Design free_list, sky130hd; sources not shown.
run_1/clock_wires.png
Drawn at 2 px/um.
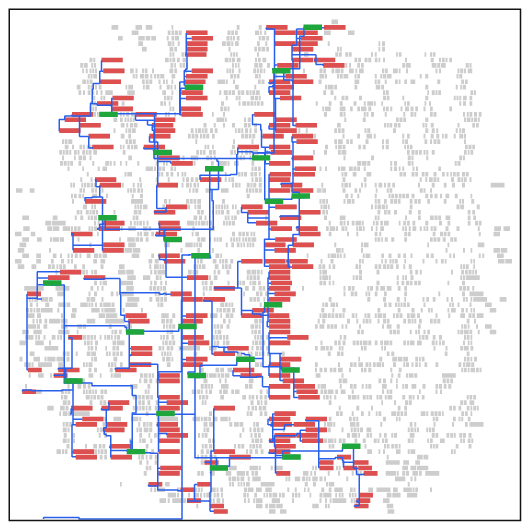
[green] clock-net drivers | count: 25
[red] flip-flops | count: 215
[blue] clock wires | length: 3,130 um
routed clock nets: 26
skew final: 0.0236 ns
clk_lat worst skew: 0.56 ns

run_1/util_map.png
Drawn at 1 px/um. 25 x 25 tiles, from white (low) to dark blue (high), 0 to 100% covered.
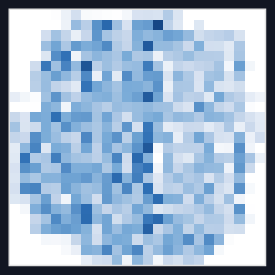
fullest tile: 91%
mean over tiles: 31%
tiles over 75% full: 2.1%
emptiest ninth of the die: north-east
nearly empty tiles: 17%
final core occ: 33.8%
total core area: 0.0619 sq mm
Initial Util: 30.5%

run_1/floorplan.png
Drawn at 2 px/um. Pins as bars on the die edge.
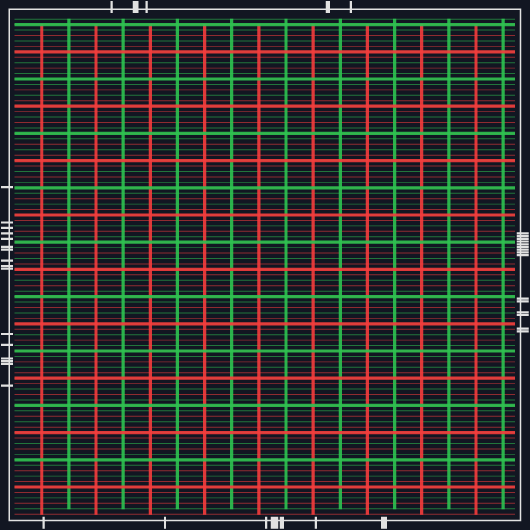
[red] VSS
[green] VDD
met4 straps: 18
rows: 91
met1 rails: 92
signal pins: 52
met5 straps: 18
die width: 255 um
Die H: 255 um
VDD IR max: 0.179 mV

==> Changelog: implementation, run 1 <==
### Physical design

* Total grt overflow at 0
* GRT Overall Usage at 29.2%
* Global-route wire length before repair at 136,000 um
* Slew Limit Headroom at 18.6%
* Crit path required time at 5.12 ns
* Row Count at 91
* Layout area overhead at 11.0%
* DIE AREA at 0.0649 sq mm
* Hpwl dp at 69,300 um
* Ports at 52
* Post_cts resized at 0
* Via Count at 21,300
* PD cells at 319 mW/mm^2
* RSZ-0062 raised after global routing: false
* Slew Viols, Final at 0
* Post-DRT Antenna Nets at 0
* Slew of the pin with the lowest slew margin at 1.21 ns
* Power Total at 6.68 mW
* Number of distinct library cells after synthesis at 45
* Initial DRT Pass Iterations at 6
* OpenROAD warnings at 27
* Cells after synthesis at 2,774
* Status: finished, final reports clean
* Final TNS setup at 0 ns
* Pin count of the biggest net entering global routing at 91
* Final setup violation count at 0
* R2r setup slk at 3.03 ns
* Total net switching power at 3.14 mW
* GP Congestion at 0.969
* CP max FO at 18
* Pint at 3.54 mW
* Vias in the first global route at 18,500
* Top cell excl fill/tap: nand2_1
* Synthesized net count at 2,831
* Fin crit period at 5.95 ns
* Main flop type: edfxtp_1
* # Cells Yosys at 2,774
* Yosys reg bits at 215
* Port Buffers at 51
* Fmax at 168 MHz
* Slowest stage delay, CP at 0.56 ns
* Final wirelength at 96,400 um
* Routed vias/inst at 5.97
* Dpl cells at 3,520
* Fraction of layout cells with a size suffix above 1 at 8.10%
* Worst path cell trace: clkdlybuf4s50_1, ha_1, ha_2, inv_1, fa_1, xor2_2, inv_1, buf_4, buf_4, nand3_1, nand3_1, a21oi_1, nor2_1, clkdlybuf4s50_1
* Worst setup EP type: output port
* Tcrit/Tclk final at 93.0%
* Clk pwr share at 22.0%
* Post-synth EDFFs at 192
* CP max-delay cell: clkdlybuf4s50_1
* Worst Hold Depth at 1
* Layout filler cell count at 6,682
* Final std cells w/o fill at 3,568
* Syn. warnings at 0
* Setup CP Type: primary input to output port
* Yosys stat chip area at 0.0189 sq mm
* Syn_area_per_cell at 6.80 sq um
* Number of flip-flops under the largest register name at 192
* Leak at 7.53 nW
* Net switching fraction of the power at 47.0%
* Sequential power share at 26.6%
* Root Driver: clkbuf_16
* # hold bufs at CTS at 0
* Worst r2r path cells at 7
* Post-CTS Setup Repair Bufs at 0
* Top Layout Cells: nand2_1 (508), a21oi_1 (406), o21ai_0 (329), nor2_1 (302), nand3_1 (200)
* Per-cell routed wire length at 27.0 um
* DRT iter0 DRCs at 3,358
* H-tree lvl count at 1
* Max cap viols at 0
* Hold Slack at 0.526 ns
* DRC Markers at 0
* HP Class: register to register
* Critical path launch point type: primary input
* Data arrival, critical path at 4.67 ns
* Post-synthesis cell area at 0.0189 sq mm
* Clock sink count at 215
* CTS tree: yes
* Clock slew at reported path FFs at 0.06 ns
* Comb power frac at 51.4%
* Inserted Clock Buffers at 25
* Clock buffer depth at 3
* Initial antenna violation count at 2
* Register share after synthesis at 33.0%
* Post-synth ARST share at 0%
* Endpoints failing hold at 0
* Final nets at 2,767
run 1: power groups by stage:
stage | sequential (mW) | combinational (mW) | clock, mW
after floorplan | 1.70 | 2.19 | 0
after global placement | 1.79 | 3.38 | 0
after detailed placement | 1.79 | 3.37 | 0
after CTS | 1.76 | 3.38 | 1.49
after global routing | 1.78 | 3.72 | 1.54
final | 1.77 | 3.43 | 1.47
run 1: final cells by class:
class | count | area (sq um) | share of cell area (%)
Antenna cell | 2 | 5.00 | 0.0239
Clock buffer | 28 | 637 | 3.04
Clock inverter | 18 | 194 | 0.926
Inverter | 207 | 802 | 3.83
Multi-Input combinational cell | 2153 | 11000 | 52.6
Sequential cell | 215 | 6230 | 29.7
Tap cell | 837 | 1050 | 5.00
Timing Repair Buffer | 108 | 1020 | 4.87
run 1: cells in the mapped netlist, types with 2 or more instances:
library cell,n,area (sq um)
nand3_1,200,1000
a21oi_1,406,2030
nand4_1,98,613
nand3_4,5,87.6
nor2_8,2,40.0
nor2_2,12,75.1
ha_1,23,288
clkbuf_1,150,563
nor2_4,32,360
nor3_1,39,195
buf_6,10,113
clkinv_1,9,33.8
nand2_2,10,62.6
inv_1,164,616
fa_1,7,140
xnor2_1,5,43.8
nand3_2,3,30.0
dfxtp_1,23,460
buf_1,16,60.1
o21ai_0,329,1650
nand2_1,508,1910
nor3_2,2,20.0
or2_2,2,12.5
o221ai_1,17,149
a31oi_1,18,113
xor2_1,11,96.3
a22oi_1,32,240
o22ai_1,3,18.8
inv_2,30,113
o21ai_1,29,145
nand2_4,7,78.8
xor2_2,3,48.8
nor2_1,302,1130
buf_2,18,90.1
o211ai_1,43,323
edfxtp_1,192,5770
inv_6,2,17.5
buf_4,5,37.5
run 1: critical path, delay by kind of cell:
family | cells | cell delay, ns
AND-OR/OR-AND | 1 | 0.08
adder cells (fa/ha/maj) | 3 | 0.91
buffers and inverters | 6 | 1.89
AND/OR/NAND/NOR | 3 | 0.34
XOR/XNOR | 1 | 0.18
run 1: logic make-up after synthesis:
family | share of synthesized area, %
buffers and inverters | 8.82
flip-flops | 33.0
XOR/XNOR | 1.29
AND/OR/NAND/NOR | 29.9
adder cells (fa/ha/maj) | 2.27
AND-OR/OR-AND | 24.8
run 1: routing by layer:
metal / global-route usage [%] / part of all wire, % / vias up
li1: - / - / 9538
met1: 44.2 / 45 / 10100
met2: 41.2 / 40 / 1490
met3: 5.51 / 12 / 201
met4: 9.09 / 3.4 / 0
met5: 0 / 0 / -
run 1: stage by stage:
step / utilization (%) / setup slack [ns] / instance area [sq um]
after floorplan: - / 1.73 / 18900
after global placement: 32.5 / 0.455 / 20100
after detailed placement: 32.5 / 0.444 / 20100
after CTS: 33.8 / 0.434 / 20900
after global routing: 33.8 / 0.237 / 20900
final: 33.8 / 0.445 / 20900
==> inputs of run 2 (changes only) <==
PLACE_DENSITY = 0.47   (was 0.46)
clock period = 4.9 ns   (was 6.4 ns; I/O delays follow)
run_2/util_map.png
Drawn at 1 px/um. 25 x 25 tiles, from white (low) to dark blue (high), 0 to 100% covered.
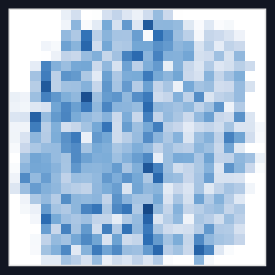
densest ninth of the die: center
fullest tile: 90%
emptiest ninth of the die: north-east
mean over tiles: 32%
nearly empty tiles: 16%
final core occ: 34.8%

==> Changelog: implementation, run 2 <==
### Physical design

* Vias in the first global route at 18,800 (+1.5%)
* Hpwl dp at 71,100 um (+2.5%)
* Clock slew at reported path FFs at 0.07 ns (about the same)
* Row Count at 91 (unchanged)
* Post-synth top area cell: edfxtp_1
* # Cells Yosys at 2,774 (unchanged)
* Post-synth EDFFs at 192 (unchanged)
* # hold bufs at CTS at 0 (unchanged)
* Synthesized net count at 2,831 (unchanged)
* Ports at 52 (unchanged)
* Final setup violation count at 0 (unchanged)
* Routed vias/inst at 5.88 (-1.5%)
* Global-route wire length before repair at 136,000 um (-0.32%)
* Critical path launch point type: primary input
* Top cell excl fill/tap: nand2_1
* Final wirelength at 95,900 um (-0.50%)
* Setup CP Type: primary input to output port
* Clk_lat worst skew at 0.54 ns (-0.02 ns)
* Data arrival, critical path at 3.82 ns (-0.85 ns)
* Per-cell routed wire length at 26.5 um (-2.0%)
* R2r setup slk at 1.39 ns (-1.64 ns)
* Initial Util at 30.5% (unchanged)
* OpenROAD warnings at 27 (unchanged)
* Register share after synthesis at 33.0% (unchanged)
* Cells after synthesis at 2,774 (unchanged)
* Critical path buffer and inverter count at 6 (unchanged)
* PD cells at 416 mW/mm^2 (+31%)
* Syn_area_per_cell at 6.80 sq um (unchanged)
* Total core area at 0.0619 sq mm (unchanged)
* Fmax at 208 MHz
* Sequential power share at 26.3% (-0.3 points)
* Pin count of the biggest net entering global routing at 74 (-19%)
* Top cells by area: edfxtp_1 (31%), a21oi_1 (11%), nand2_1 (10%), o21ai_0 (8.7%), nor2_1 (6.0%)
* Number of flip-flops under the largest register name at 192 (unchanged)
* Post-DRT Antenna Nets at 0 (unchanged)
* Post-synthesis cell area at 0.0189 sq mm (unchanged)
* Clk pwr share at 20.9% (-1.1 points)
* Levels on crit path at 15 (+1)
* Worst setup EP type: output port
* Skew final at 0.0158 ns (-0.00776 ns)
* Clock buffer depth at 3 (unchanged)
* Fraction of layout cells with a size suffix above 1 at 10.4% (+2.3 points)
* Final nets at 2,824 (+2.1%)
* DIE AREA at 0.0649 sq mm (unchanged)
* Endpoints failing hold at 0 (unchanged)
* Slew Limit Headroom at 20.9% (+2.2 points)
* Via Count at 21,300 (+0.056%)
* Slew Viols, Final at 0 (unchanged)
* Dpl cells at 3,576 (+1.6%)
* GRT Overall Usage at 28.8% (-0.32 points)
* H-tree lvl count at 1 (unchanged)
* Post-CTS Setup Repair Bufs at 0 (unchanged)
* Total grt overflow at 0 (unchanged)
* Top-area cell share at 30.5% (unchanged)
* Die width at 255 um (unchanged)
* Cell with the most instances after synthesis: nand2_1
* Comb power frac at 52.7% (+1.3 points)
* Inserted Clock Buffers at 24 (-4.0%)
* Worst r2r path cells at 8 (+1)
* CP max FO at 34 (+16)
* VDD IR max at 0.204 mV (+14%)
* Port Buffers at 51 (unchanged)
* Yosys reg bits at 215 (unchanged)
* Crit-path most repeated cell: o21ai_0
* Main flop type: edfxtp_1
* Initial antenna violation count at 2 (unchanged)
* Yosys stat chip area at 0.0189 sq mm (unchanged)
* Pint at 4.88 mW (+38%)
* Number of distinct library cells after synthesis at 45 (unchanged)
* Syn. warnings at 0 (unchanged)
* DRT iter0 DRCs at 3,093 (-7.9%)
* Root Driver: clkbuf_16
* Hold Slack at 0.497 ns (-0.0292 ns)
* Crit path required time at 3.92 ns (-1.20 ns)
* Initial DRT Pass Iterations at 7 (+1)
* Tcrit/Tclk final at 98.0%
* Clock sink count at 215 (unchanged)
* Commonest cells post-synth: nand2_1 (508), a21oi_1 (406), o21ai_0 (329)
* CP top delay family: buffers and inverters
* DRC Markers at 0 (unchanged)
* Total net switching power at 4.11 mW (+31%)
* Net switching fraction of the power at 45.7% (-1.2 points)
* Layout area overhead at 14.3%
* CTS tree: yes
* Fin crit period at 4.80 ns
* Worst path cell trace: clkdlybuf4s50_1, buf_4, ha_4, ha_2, inv_2, buf_12, o21ai_0, a21oi_1, o21ai_0, o21ai_0, buf_4, nand2_1, a21oi_1, nor2_1, clkdlybuf4s50_1
* Final std cells w/o fill at 3,623 (+1.5%)
* Slew of the pin with the lowest slew margin at 1.19 ns (-0.0219 ns)
* Slowest stage delay, CP at 0.49 ns (-0.07 ns)
* Top Layout Cells: nand2_1 (508), a21oi_1 (399), o21ai_0 (320), nor2_1 (302), nand3_1 (199)
* CP max-delay cell: clkdlybuf4s50_1
* Max cap viols at 0 (unchanged)
* GP Congestion at 0.965 (-0.48%)
* Post-synth ARST share at 0% (unchanged)
* Status: finished, final reports clean
* HP Class: register to register
* Die H at 255 um (unchanged)
* Worst Hold Depth at 1 (unchanged)
* Leak at 7.89 nW (+4.8%)
[run 2: cell counts after synthesis]
No cell type changed its count.
[run 2: power by group through the flow]
stage / Clock [mW] / Combinational [mW] / Sequential (mW)
detailed placement: 0 / 4.59 / 2.38
CTS: 1.90 / 4.61 / 2.34
floorplan: 0 / 2.86 / 2.22
finish: 1.88 / 4.74 / 2.37
global route: 1.97 / 5.14 / 2.36
global placement: 0 / 4.59 / 2.39
[run 2: metrics by stage]
| step | setup WS (ns) | setup TNS, ns | instance area, sq um | utilization (%) | total power [mW] |
|---|---|---|---|---|---|
| after global placement | -0.199 | -1.20 | 20700 | 33.4 | 6.98 |
| after CTS | 0.000254 | 0 | 21500 | 34.7 | 8.85 |
| after detailed placement | -0.217 | -1.25 | 20700 | 33.4 | 6.98 |
| final | 0.100 | 0 | 21600 | 34.8 | 8.99 |
| after global routing | -0.0432 | -0.0647 | 21600 | 34.8 | 9.47 |
| after floorplan | 0.831 | 0 | 18900 | - | 5.09 |
[run 2: repair_timing]
action / CTS / global route
setup endpoints to repair: 9 / 11
pin swaps: 0 / 2
resized: 16 / 17
cloned: 0 / 2
[run 2: layout make-up]
cell class                 instances  area [sq um]
antenna                            1          2.50
clock buffer                      28           637
clock inverter                    16           171
fill                            6664         40400
inverter                         207           806
multi-input combinational       2153         11100
sequential                       215          6230
tap                              837          1050
timing repair buffer             166          1630
[run 2: cell families (layout without fill, tap and decap cells)]
group / Yosys count / in the layout / share of synthesized area [%]
xor+xnor: 21 / 21 / 1.29
fa+ha+maj: 30 / 30 / 2.27
flops: 215 / 215 / 33.0
compound gates: 878 / 878 / 24.8
buf+inv: 406 / 417 / 8.82
simple gates: 1224 / 1224 / 29.9
other cells: 0 / 1 / 0
[run 2: worst register-to-register path, stage by stage (launching register included)]
cell	delay, ns
dfxtp_1	0.40
buf_4	0.26
nand2_1	0.12
and2_1	0.17
ha_1	0.39
inv_1	0.11
nor3_2	0.49
inv_1	0.23
o21ai_0	0.93
[run 2: routing by layer]
layer	vias up	GRT usage [%]	wire length [um]
met5	-	0	11
met4	2	10.8	4500
met3	249	4.75	10300
met2	1456	40.7	38000
met1	9943	43.5	43100
li1	9654	-	-
Power and IR drop assume default switching activity.
